### src/rtl/mod_exp_ctrl.sv
// Square-and-multiply controller for the Montgomery product engine.
// Owns the 4-word operand memory the engine reads and writes.
module mod_exp_ctrl #(
  parameter int unsigned ABITS      = 8,
  parameter int unsigned DBITS      = 256,
  parameter int unsigned LOG_BITLEN = 8,
  parameter int unsigned MP_COUNT   = 256,
  parameter int unsigned EBITS      = 256
) (
  input  logic                  clk,
  input  logic                  reset,
  input  logic                  go,
  input  logic [EBITS-1:0]      exp,
  input  logic [8:0]            exp_len,
  input  logic [DBITS-1:0]      x_bar_init,
  input  logic [DBITS-1:0]      m_bar_init,
  output logic                  busy,
  output logic                  done,
  output logic [DBITS-1:0]      result,
  output logic                  mp_start,
  output logic [1:0]            mp_op_code,
  output logic [LOG_BITLEN:0]   mp_count,
  input  logic                  mp_stop,
  input  logic [ABITS-1:0]      mp_rd_addr,
  output logic [DBITS-1:0]      mp_rd_data,
  input  logic [ABITS-1:0]      mp_wr_addr,
  input  logic [DBITS-1:0]      mp_wr_data,
  input  logic                  mp_wr_en
);

  localparam int unsigned IdxW    = (EBITS > 1) ? $clog2(EBITS) : 1;
  localparam int unsigned CntW    = $clog2(MP_COUNT + 5);
  localparam logic [1:0]  OpXX    = 2'd0;
  localparam logic [1:0]  OpXM    = 2'd1;
  localparam logic [1:0]  OpX1    = 2'd2;
  localparam logic [CntW-1:0] DrainLast = CntW'(MP_COUNT + 3);

  typedef enum logic [3:0] {
    StDrain,
    StIdle,
    StLoad,
    StSqIssue,
    StSqWait,
    StMulIssue,
    StMulWait,
    StFinIssue,
    StFinWait,
    StDone
  } state_e;

  state_e state_q, state_d;

  logic [CntW-1:0]  cnt_q, cnt_d;
  logic [IdxW-1:0]  idx_q, idx_d;
  logic [EBITS-1:0] exp_q, exp_d;
  logic [8:0]       len_q, len_d;
  logic [1:0]       op_q, op_d;
  logic [DBITS-1:0] result_q, result_d;
  logic [DBITS-1:0] mem_q [4];
  logic [DBITS-1:0] mem_d [4];

  logic drain_last;
  logic cur_bit;
  logic in_wait;
  logic wr_ok;

  assign drain_last = (cnt_q == DrainLast);
  assign cur_bit    = exp_q[idx_q];
  assign in_wait    = (state_q == StSqWait) || (state_q == StMulWait) ||
                      (state_q == StFinWait);
  assign wr_ok      = in_wait && mp_wr_en && (32'(mp_wr_addr) < 32'd4);

  // State register
  always_ff @(posedge clk) begin
    if (reset) begin
      state_q <= StDrain;
    end else begin
      state_q <= state_d;
    end
  end

  // Next-state logic
  always_comb begin
    state_d = state_q;
    unique case (state_q)
      StDrain:    if (drain_last) state_d = StIdle;
      StIdle:     if (go) state_d = StLoad;
      StLoad:     state_d = (len_q == 9'd0) ? StFinIssue : StSqIssue;
      StSqIssue:  state_d = StSqWait;
      StMulIssue: state_d = StMulWait;
      StFinIssue: state_d = StFinWait;
      StSqWait: begin
        if (mp_stop) begin
          if (cur_bit) begin
            state_d = StMulIssue;
          end else begin
            state_d = (idx_q == '0) ? StFinIssue : StSqIssue;
          end
        end
      end
      StMulWait: begin
        if (mp_stop) state_d = (idx_q == '0) ? StFinIssue : StSqIssue;
      end
      StFinWait:  if (mp_stop) state_d = StDone;
      StDone:     state_d = StIdle;
      default:    state_d = StDrain;
    endcase
  end

  // Output logic
  always_comb begin
    busy     = 1'b1;
    done     = 1'b0;
    mp_start = 1'b0;
    unique case (state_q)
      StIdle: busy = 1'b0;
      StDone: begin
        busy = 1'b0;
        done = 1'b1;
      end
      StSqIssue, StMulIssue, StFinIssue: mp_start = 1'b1;
      default: ;
    endcase
  end

  assign mp_op_code = op_q;
  assign result     = result_q;
  assign mp_count   = (LOG_BITLEN + 1)'(MP_COUNT);
  assign mp_rd_data = (32'(mp_rd_addr) < 32'd4) ? mem_q[mp_rd_addr[1:0]] : '0;

  // Datapath next-state: counters, latched operands, memory, result
  always_comb begin
    cnt_d    = '0;
    idx_d    = idx_q;
    exp_d    = exp_q;
    len_d    = len_q;
    op_d     = op_q;
    result_d = result_q;
    for (int i = 0; i < 4; i++) begin
      mem_d[i] = mem_q[i];
    end

    if (state_q == StDrain) cnt_d = cnt_q + 1'b1;

    if (state_q == StIdle && go) begin
      exp_d = exp;
      len_d = exp_len;
    end

    if (state_q == StLoad) begin
      mem_d[0] = x_bar_init;
      mem_d[2] = m_bar_init;
      if (len_q != 9'd0) idx_d = IdxW'(len_q - 9'd1);
    end

    // Index steps after a multiply, or after a square whose bit is 0
    if (mp_stop && idx_q != '0 &&
        ((state_q == StSqWait && !cur_bit) || state_q == StMulWait)) begin
      idx_d = idx_q - 1'b1;
    end

    if (wr_ok) mem_d[mp_wr_addr[1:0]] = mp_wr_data;

    // Memory is current once stop is seen, so word 0 is final here
    if (state_q == StFinWait && mp_stop) result_d = mem_q[0];

    unique case (state_d)
      StSqIssue:  op_d = OpXX;
      StMulIssue: op_d = OpXM;
      StFinIssue: op_d = OpX1;
      default: ;
    endcase
  end

  always_ff @(posedge clk) begin
    if (reset) begin
      cnt_q    <= '0;
      idx_q    <= '0;
      exp_q    <= '0;
      len_q    <= '0;
      op_q     <= OpXX;
      result_q <= '0;
      for (int i = 0; i < 4; i++) begin
        mem_q[i] <= '0;
      end
    end else begin
      cnt_q    <= cnt_d;
      idx_q    <= idx_d;
      exp_q    <= exp_d;
      len_q    <= len_d;
      op_q     <= op_d;
      result_q <= result_d;
      for (int i = 0; i < 4; i++) begin
        mem_q[i] <= mem_d[i];
      end
    end
  end

endmodule

### config.mk
export PLATFORM = sky130hd
export DESIGN_NAME = mod_exp_ctrl
export DESIGN_NICKNAME = d
export VERILOG_FILES = /design/src/rtl/mod_exp_ctrl.sv
export SDC_FILE = /design/constraint.sdc
export NUM_CORES = 2
export LEC_CHECK = 0
export ABC_AREA = 1
export CAP_MARGIN = 10
export CORE_AREA = 5 5 618 620
export DETAILED_ROUTE_END_ITERATION = 12
export DIE_AREA = 0 0 623 625
export PLACE_DENSITY = 0.39
export SLEW_MARGIN = 20
export SYNTH_ARGS = -nofsm -noshare
export SYNTH_HDL_FRONTEND = slang
export SYNTH_SLANG_ARGS = --single-unit
### constraint.sdc
create_clock -name clk -period 3.2 [get_ports clk]
set_input_delay 0.48 -clock clk [delete_from_list [all_inputs] [get_ports clk]]
set_output_delay 0.48 -clock clk [all_outputs]
set_load 0.02 [all_outputs]
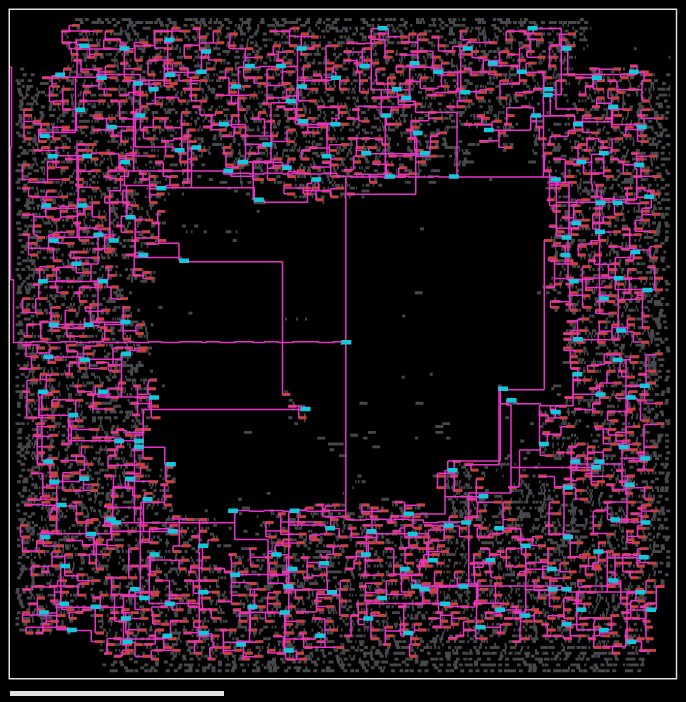
clock_map.png
The bar under the picture is 200 um long.
- magenta: clock wires (length 28.4 mm)
- red: flip-flops (count 1568)
- cyan: cells driving clock nets (count 203)
- routed clock nets: 204

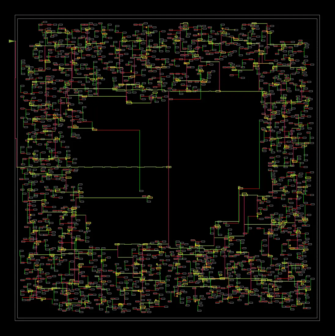
final_clocks.png
CTS sink cnt: 1568
seq_cells: 1568
number of CTS-inserted buffers: 203
Worst Clk Skew: 76.72 ps

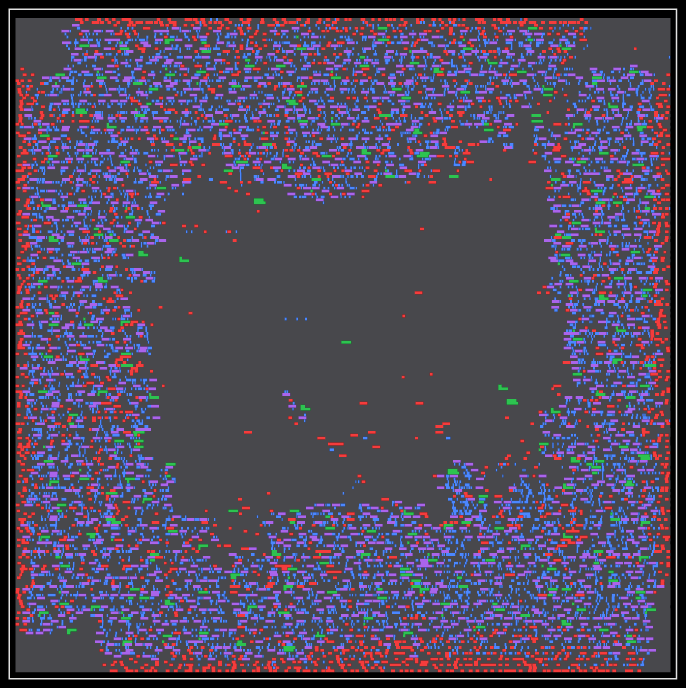
cell_classes.png
Fill, decap, tap and diode cells in gray.
- blue: all other logic (cells 7716; share of their area 37%)
- red: other buffers and delay cells (cells 2107; share of their area 23%)
- purple: flip-flops (cells 1568; share of their area 33%)
- green: clock drivers and dummy loads (cells 366; share of their area 7.1%)

final timing paths:
kind	end	slack (ps)	depth (start not counted)
max	mp_rd_data[115]	-3	8
max reg2reg	idx_q[2]	210	21
min	mem_q[0][154]	170	3
min reg2reg	flop	450	2
routing by layer:
metal | part of all wire (%) | wire, um | up-vias
met5 | 0.16 | 691 | -
met4 | 3.8 | 16330 | 106
met3 | 6.1 | 26660 | 684
met2 | 49 | 211200 | 2361
met1 | 41 | 179000 | 36820
li1 | - | - | 36810
Yosys cell counts:
cell type,n
a311oi_1,225
o21ai_1,2
nor2_2,1
o221ai_1,1
nand3_2,1
a211oi_1,2
nand3b_1,3
and2_1,1
ha_1,2
a21oi_1,1651
buf_2,24
conb_1,2
nor2_1,1211
a22oi_1,1
o21ai_2,2
nand2_1,1859
or2_2,2
nor2_4,2
o211ai_1,10
o21ai_0,1602
o21bai_1,1
a31o_2,1
inv_2,5
buf_6,1
nand2_2,10
a21boi_0,6
dfxtp_1,1568
buf_1,45
inv_1,642
buf_4,23
nand3_1,410
nor4_1,3
clkbuf_1,816
a31oi_1,34
nor3_1,12
nand4_1,5
cell type report:
class                      instances  area, um^2  share of cell area, %
clock buffer                     304        5992                  5.919
clock inverter                    62       749.5                 0.7403
tap                             4994        6248                  6.172
sequential                      1568       31400                  31.01
multi-input combinational       7069       32670                  32.27
antenna                           83       207.7                 0.2052
timing repair buffer            2107       21510                  21.24
inverter                         647        2469                  2.439
power groups by stage:
stage / Sequential, mW / Clock, mW / Combinational (mW)
6_report: 20.7 / 23.8 / 6.70
4_1_cts: 20.7 / 24.5 / 6.76
3_3_place_gp: 21.1 / 0 / 6.77
3_5_place_dp: 21.1 / 0 / 6.73
2_1_floorplan: 20.9 / 0 / 2.99
5_1_grt: 20.8 / 25.2 / 7.28
==> impl_table.tex <==
% Implementation results table
\begin{tabular}{lr}
\hline
Metric & Value \\
\hline
\multicolumn{2}{l}{\textbf{Worst setup path}} \\
\quad Critical-path top delay cell & clkdlybuf4s50\_1 \\
\quad Endpoint class of the critical path & output pin \\
\quad Cell family with most CP delay & buffers and inverters \\
\quad Data arrival at the endpoint of the critical path & 2720 ps \\
\quad WP data required & 2720 ps \\
\quad Worst setup SP type & input port \\
\quad Critical Path Max Stage Delay & 600 ps \\
\quad Critical Path Fanout Max & 19 \\
\quad Class of the most critical setup path & in2out \\
\quad Startpoint of the worst setup timing path & mp\_rd\_addr[5] \\
\quad Critical-path cell list & clkdlybuf4s50\_1, nor4\_1, buf\_4, nand2\_4, buf\_12, a21oi\_1, buf\_4, clkdlybuf4s50\_1 \\
\quad Launching point of the worst reg2reg path & idx\_q[0] \\
\multicolumn{2}{l}{\textbf{Power and ir drop}} \\
\quad Combinational power share & about an eighth \\
\quad Register share of total power & 40.5\% \\
\quad Relative contribution of the clock network to total power & between 40\% and 50\% \\
\quad Switching power of the nets & 14.48 mW \\
\quad Power density over the cells & 505.5 mW/mm\^{}2 \\
\quad Leakage component of the power & $\sim$39 nW \\
\quad Cell Int Power & 36.70 mW \\
\quad Highest ir drop seen on vdd & between 0.3 and 0.4 mV \\
\quad Power Total & 51.18 mW \\
\multicolumn{2}{l}{\textbf{Placed design}} \\
\quad Post-place instance area & 0.09391 mm\^{}2 \\
\quad Number of buffers added on ports & $\sim$1600 \\
\quad Final estimated routing congestion in global placement & 0.8628 \\
\quad Pre-CTS setup slack & -92.68 ps \\
\quad Placed cell count & 16380 \\
\multicolumn{2}{l}{\textbf{Clocking}} \\
\quad Clk\_lat worst skew & 900 ps \\
\quad CTS H-tree depth & 4 \\
\quad Post-cts sizing count & 53 \\
\quad Clock tree from TritonCTS & done \\
\quad Clk Tree Root Cell & clkbuf\_16 \\
\quad Number of buffers inserted by post-CTS setup repair & 0 \\
\quad Quantity of hold-fixing buffers added after cts & 1 \\
\quad Clock transition at path regs & 60 ps \\
\multicolumn{2}{l}{\textbf{Global routing}} \\
\quad Global-route wire length before repair & 600800 um \\
\quad Met2 routing resource usage after global routing & 36.31\% \\
\quad Largest net degree at the start of global routing & 137 \\
\quad Total GRT Usage & 21.09\% \\
\quad Most Used Layer, Global Route & met2 \\
\quad Met3 Track Usage GR & 4.896\% \\
\quad Met1 routing resource usage after global routing & 25.45\% \\
\multicolumn{2}{l}{\textbf{Floorplanning}} \\
\quad Core footprint & 0.3750 mm\^{}2 \\
\quad Cell row count & 225 \\
\quad Die span in x & roughly 620 um \\
\quad Init Core Util & approximately a fifth \\
\quad Die Y-Extent & 625 um \\
\quad Overall die area & 0.3894 mm\^{}2 \\
\multicolumn{2}{l}{\textbf{Synthesis}} \\
\quad Yosys adder share & less than 1\% \\
\quad Chip area from the yosys synthesis statistics & roughly 0.07 mm\^{}2 \\
\quad Number of cells in the yosys synthesis report & between 10000 and 15000 \\
\quad Library cells used by synthesis & 36 \\
\quad Dominant non-sequential cell family after synthesis & AND-OR/OR-AND gates \\
\quad Area share of the leading cell type in the synthesized netlist & 44.92\% \\
\quad Synthesis-stage register bit count & roughly 1600 \\
\quad Yosys Warn Count & 0 \\
\quad Avg Cell Area, Syn & 6.860 um\^{}2 \\
\quad Total standard cell area after synthesis & roughly 0.070 mm\^{}2 \\
\quad Parity-gate share of the synthesized area counting xor and xnor cells & 0\% \\
\quad Area fraction in and, or, nand and nor cells after synthesis & between 10\% and 20\% \\
\quad Mux cell area share after synthesis & 0\% \\
\quad Number of standard cells after synthesis & between 10000 and 15000 \\
\quad Leading cell types by total area after synthesis & dfxtp\_1 (45\%), a21oi\_1 (12\%), o21ai\_0 (11\%) \\
\multicolumn{2}{l}{\textbf{Drt}} \\
\quad Detailed-route vias per instance & between 4 and 5 \\
\quad Total DRC errors in the routed layout & 0 \\
\quad Routed length per instance & 25.78 um \\
\quad Detailed-route wire length & 433900 um \\
\quad DRT Pass-1 Iters & 6 \\
\quad Post-DRT Antenna Nets & 0 \\
\quad Total via count in the routed design & around 77000 \\
\multicolumn{2}{l}{\textbf{Worst hold path}} \\
\quad Hold Crit Class & in2reg \\
\multicolumn{2}{l}{\textbf{Final timing}} \\
\quad Hold Slack & 166.1 ps \\
\quad PnR worst setup slack & -3.382 ps \\
\quad Final critical-path share of the clock period & 100.1\% \\
\quad Worst relative slew slack & 22.13\% \\
\quad Final hold viol count & 0 \\
\quad Final Max Slew Viols & 0 \\
\quad Setup TNS & -3.382 ps \\
\quad Pin slew with the least headroom to its limit & 1156 ps \\
\quad Setup-failing EPs final & 1 \\
\quad Final min period & approximately 3200 ps \\
\multicolumn{2}{l}{\textbf{Outcome}} \\
\quad Result of the run & finished with violations \\
\quad Violations in the final reports & setup timing \\
\multicolumn{2}{l}{\textbf{Finish}} \\
\quad Final design area excluding fillers & 0.1012 mm\^{}2 \\
\quad \# fillers & between 40000 and 50000 \\
\quad Area added between synthesis and finish & 44.88\% \\
\quad \# nets final & 12650 \\
\quad Finished Core Util & 27.00\% \\
\quad Share of post-route cells with drive strength above 1 & 8.182\% \\
\quad Post-route non-filler standard cell count & 16830 \\
\quad Most numerous logic cell after layout & nand2\_1 \\
\quad Most instantiated logic cells after routing & nand2\_1 (1853), a21oi\_1 (1647), o21ai\_0 (1581) \\
\multicolumn{2}{l}{\textbf{Job}} \\
\quad Tool warnings & $\sim$40 \\
\quad Maxcap violations & 0 \\
\hline
\end{tabular}
No activity file was given, so power comes from the tool's default toggle rates.
